`src/rtl/pc_seq_pkg.sv`:
```
// pc_seq_pkg: shared types for the PC fetch sequencer.
package pc_seq_pkg;
  localparam int PC_W = 8;
  typedef logic [PC_W-1:0] pc_t;
  typedef enum logic [1:0] {IDLE, FETCH, HALT, DONE} pc_seq_state_e;
endpackage

```
`src/rtl/pc_fetch_sequencer_if.sv`:
```
// pc_fetch_sequencer_if: instruction-memory request/ack bus with branch redirect and fetch pulse.
interface pc_fetch_sequencer_if #(parameter int N = 8);
  logic imem_req;
  logic [N-1:0] imem_addr;
  logic imem_ack;
  logic branch_valid;
  logic [N-1:0] branch_target;
  logic fetch_valid;
  modport master(output imem_req, imem_addr, fetch_valid, input imem_ack, branch_valid, branch_target);
  modport slave(input imem_req, imem_addr, fetch_valid, output imem_ack, branch_valid, branch_target);
endinterface

```
`src/rtl/pc_fetch_sequencer_pc_reg.sv`:
```
// pc_reg: N-bit PC register with load (priority) and wrapping increment.
module pc_reg #(
  parameter int N = 8,
  parameter logic [N-1:0] START_ADDR = '0
) (
  input  logic clk,
  input  logic reset,
  input  logic load,
  input  logic [N-1:0] load_data,
  input  logic inc,
  output logic [N-1:0] q
);
  always_ff @(posedge clk or posedge reset)
    if (reset) q <= START_ADDR;
    else q <= load ? load_data : inc ? q + N'(1) : q;
endmodule

```
`src/rtl/pc_fetch_sequencer.sv`:
```
// pc_fetch_sequencer: FSM issuing one held imem request per PC, with branch, halt/resume and end stop.
module pc_fetch_sequencer import pc_seq_pkg::*; #(
  parameter int N = 8,
  parameter logic [N-1:0] START_ADDR = '0,
  parameter logic [N-1:0] END_ADDR = N'(3)
) (
  input  logic clk,
  input  logic reset,
  input  logic start,
  input  logic halt_req,
  input  logic resume,
  pc_fetch_sequencer_if.master bus,
  output logic [N-1:0] pc,
  output logic busy,
  output logic done
);
  pc_seq_state_e state, state_d;
  logic acc, load, inc, fv;
  logic [N-1:0] load_data;
  always_ff @(posedge clk or posedge reset)
    if (reset) begin
      state <= IDLE;
      fv <= 1'b0;
    end else begin
      state <= state_d;
      fv <= acc;
    end
  assign acc = state == FETCH && bus.imem_ack;
  always_comb begin
    state_d = state;
    load = 1'b0;
    load_data = START_ADDR;
    inc = 1'b0;
    unique case (state)
      IDLE, DONE: if (start) begin
        load = 1'b1;
        state_d = FETCH;
      end
      FETCH: begin
        if (acc) begin
          if (bus.branch_valid) begin
            load = 1'b1;
            load_data = bus.branch_target;
          end else if (pc == END_ADDR) state_d = DONE;
          else inc = 1'b1;
        end
        // a same-cycle end-address accept has already chosen DONE
        if (state_d == FETCH && halt_req) state_d = HALT;
      end
      HALT: state_d = resume ? FETCH : HALT;
      default: state_d = IDLE;
    endcase
  end
  pc_reg #(.N(N), .START_ADDR(START_ADDR)) u_pc (
    .clk(clk), .reset(reset), .load(load), .load_data(load_data), .inc(inc), .q(pc)
  );
  assign bus.imem_req = state == FETCH;
  assign bus.imem_addr = pc;
  assign bus.fetch_valid = fv;
  assign busy = state == FETCH || state == HALT;
  assign done = state == DONE;
endmodule

```
`src/flat_wrapper.sv`:
```
// flat-port wrapper written by rule: the top's interface ports become plain ports
module pc_fetch_sequencer_flat import pc_seq_pkg::*;
#(
  parameter int N = 8,
  parameter logic [N-1:0] START_ADDR = '0,
  parameter logic [N-1:0] END_ADDR = N'(3)
)
  (clk, reset, start, halt_req, resume, pc, busy, done, bus_imem_req, bus_imem_addr, bus_fetch_valid, bus_imem_ack, bus_branch_valid, bus_branch_target);
  pc_fetch_sequencer_if #(.N(N)) bus_i ();
  input  logic clk;
  input  logic reset;
  input  logic start;
  input  logic halt_req;
  input  logic resume;
  output logic [N-1:0] pc;
  output logic busy;
  output logic done;
  output wire logic [$bits(bus_i.imem_req)-1:0] bus_imem_req;
  output wire logic [$bits(bus_i.imem_addr)-1:0] bus_imem_addr;
  output wire logic [$bits(bus_i.fetch_valid)-1:0] bus_fetch_valid;
  input wire logic [$bits(bus_i.imem_ack)-1:0] bus_imem_ack;
  input wire logic [$bits(bus_i.branch_valid)-1:0] bus_branch_valid;
  input wire logic [$bits(bus_i.branch_target)-1:0] bus_branch_target;
  assign bus_imem_req = bus_i.imem_req;
  assign bus_imem_addr = bus_i.imem_addr;
  assign bus_fetch_valid = bus_i.fetch_valid;
  assign bus_i.imem_ack = bus_imem_ack;
  assign bus_i.branch_valid = bus_branch_valid;
  assign bus_i.branch_target = bus_branch_target;
  pc_fetch_sequencer #(.N(N), .START_ADDR(START_ADDR), .END_ADDR(END_ADDR)) u_core (.clk(clk), .reset(reset), .start(start), .halt_req(halt_req), .resume(resume), .bus(bus_i), .pc(pc), .busy(busy), .done(done));
endmodule
```
`config.mk`:
```
export PLATFORM = sky130hd
export DESIGN_NAME = pc_fetch_sequencer_flat
export DESIGN_NICKNAME = d
export VERILOG_FILES = /design/src/rtl/pc_seq_pkg.sv /design/src/rtl/pc_fetch_sequencer_if.sv /design/src/rtl/pc_fetch_sequencer_pc_reg.sv /design/src/rtl/pc_fetch_sequencer.sv /design/src/flat_wrapper.sv
export SDC_FILE = /design/constraint.sdc
export NUM_CORES = 1
export LEC_CHECK = 0
export ABC_AREA = 0
export CORE_UTILIZATION = 45
export DETAILED_ROUTE_END_ITERATION = 8
export HOLD_SLACK_MARGIN = 0.05
export PLACE_DENSITY = 0.84
export SLEW_MARGIN = 20
export SYNTH_ARGS = -nofsm -noshare
export SYNTH_HDL_FRONTEND = slang
export SYNTH_SLANG_ARGS = --single-unit
export TNS_END_PERCENT = 1
```
`constraint.sdc`:
```
create_clock -name clk -period 3.3 [get_ports clk]
set_clock_uncertainty 0.05 [all_clocks]
set_input_delay 0.33 -clock clk [delete_from_list [all_inputs] [get_ports clk]]
set_output_delay 0.33 -clock clk [all_outputs]
set_load 0.05 [all_outputs]
```
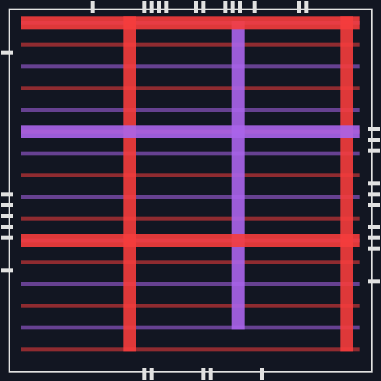
floorplan.png
Scale: 8 px per um. Pins as bars on the die edge.
Key: purple = VDD; red = VSS
The core has 15 rows. 3 straps on met5. 3 straps on met4. 16 met1 rails follow the rows.

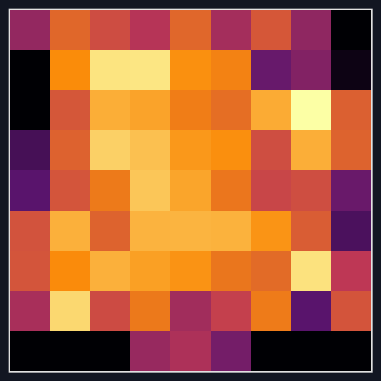
util_map.png
Scale: 8 px per um. The die is cut into 9 by 9 equal tiles; black is low, pale yellow is high, 0 to 100% covered.
31% of the tiles are over 75% full. The densest ninth of the die: center. The fullest tile reaches 100%. The mean over all tiles is 56%. 11% of the tiles are nearly empty. The emptiest ninth of the die: lower right.
final core occ: 67.8%
fp util: 48.5%
core area: 0.00173 mm2

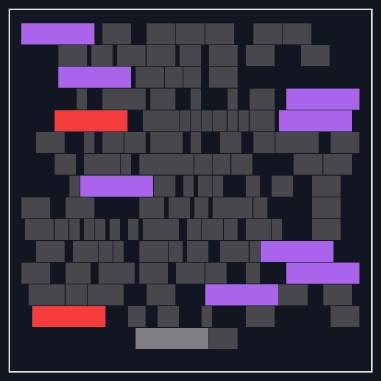
ff_map.png
Scale: 8 px per um. Other sequential cells in the stronger gray, the rest of the logic in the fainter gray.
Key: purple = u_core.u_pc.q [flops 8]; red = u_core.state [flops 2]
Another 1 sequential cells are not colored.
flop share of the area: 23.5%
Storage cell area: 275 um2
seq pwr: 251 uW

==> run_results.csv <==
group,metric,value,unit
cells_and_area,antennaDiodeCount,0,
status,outcome,"complete, no violations",
sta,setup_ws,794,ps
sta,slew_headroom,66.5,%
global_routing,grtUsageTotal,23.5,%
yosys,ys_cells,91,
cells_and_area,lay_top_count,"clkdlybuf4s50_1",
routing,wl,2140,um
sta,worstMarginPinSlew,502,ps
yosys,synth-async-reset-ratio,100,%
cells_and_area,lay_top_cells,"34 x clkdlybuf4s50_1, 12 x nand2_1, 11 x dfrtp_1, 6 x inv_1, 5 x ha_1",
global_routing,grt_pass1_wl,3400,um
routing,drt-initial-drc-count,20,
critical_path,worst_path_largest_cell_delay,820,ps
pwr,pwr-share-comb,70.3,%
critical_path,crit_type,"reg2out",
yosys,edf_count,0,
critical_path,start_kind,"flip-flop",
cells_and_area,area_growth,39.8,%
sta,drv_slew,0,
yosys,yosysUniqueCellTypes,35,
die,die_x,45.1,um
clock_network,h-tree-depth,1,
routing,vias,818,
pwr,pwr-share-seq,21.4,%
placed_design,place_congestion,0.826,
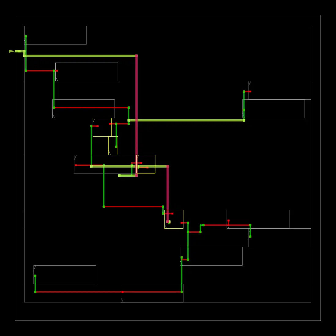
clock_nets.png
clk ins delay skew pair: 280 ps
TritonCTS Buffers: 3
Flops: 11

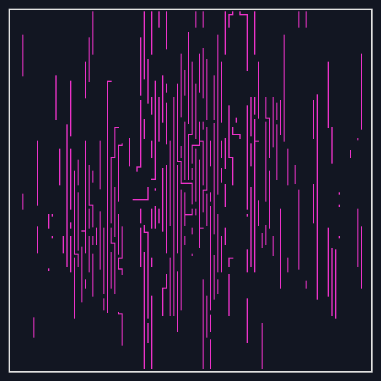
m2.png
Scale: 8 px per um.
The wires run mostly vertical. The layer carries 1090 um of wire. 127 nets have wire on it. The longest straight run is 28.9 um.

==> cells in the mapped netlist, drive strengths merged, types with 2 or more instances <==
master,count
o21a,4
dfrtp,11
buf,9
nor2,4
mux2,2
a22oi,2
a31oi,2
inv,6
o221ai,2
nand3,2
o31ai,4
a21oi,2
nand3b,2
nor3,3
nand2,13
ha,5
o21ai,4
==> worst min-delay path by stage <==
stage / end
2_1_floorplan: u_core.bus.fetch_valid
3_5_place_dp: u_core.u_pc.q[6]
5_1_grt: u_core.state[0]
4_1_cts: u_core.u_pc.q[1]
3_3_place_gp: u_core.u_pc.q[5]
6_report: u_core.u_pc.q[1]
==> kinds of logic after synthesis <==
group	after synthesis	synth area share, %
simple gates	30	19.1
compound gates	28	26.5
buf+inv	15	10.5
flops	11	32.9
fa+ha+maj	5	7.47
mux	2	3.59
==> through the flow <==
step / hold slack, ps / std cells / util, %
floorplan: 132 / 91 / -
global placement: 531 / 141 / 66.2
detailed placement: 554 / 141 / 66.2
CTS: 329 / 145 / 67.8
global route: 350 / 145 / 67.8
finish: 298 / 145 / 67.8
==> sequential cells by signal, indices dropped and copies added, names as in the netlist <==
name / flops
u_core.bus.fetch_valid: 1
u_core.state: 2
u_core.u_pc.q: 8
==> per-layer routing <==
layer,track usage [%],wire length (um),vias up
met4,7.27,25,0
met2,40.6,1090,36
li1,-,-,387
met1,28.3,891,391
met5,0,0,-
met3,6.00,132,4
==> power groups by stage <==
stage          clock network [mW]  registers [mW]  logic [mW]
6_report                   0.0977           0.251       0.823
5_1_grt                     0.111           0.260       0.866
4_1_cts                    0.0998           0.249       0.824
3_5_place_dp                    0           0.252       0.819
3_3_place_gp                    0           0.248       0.807
2_1_floorplan                   0           0.355       0.512
==> final cells by class <==
cell class                 instances  area [um2]  area share (%)
tap                               25        31.3            2.67
inverter                           6        22.5            1.93
clock buffer                       4        26.3            2.25
multi-input combinational         65         474            40.5
timing repair buffer              34         340            29.1
sequential                        11         275            23.5
Power is estimated from default activity; no workload was simulated.
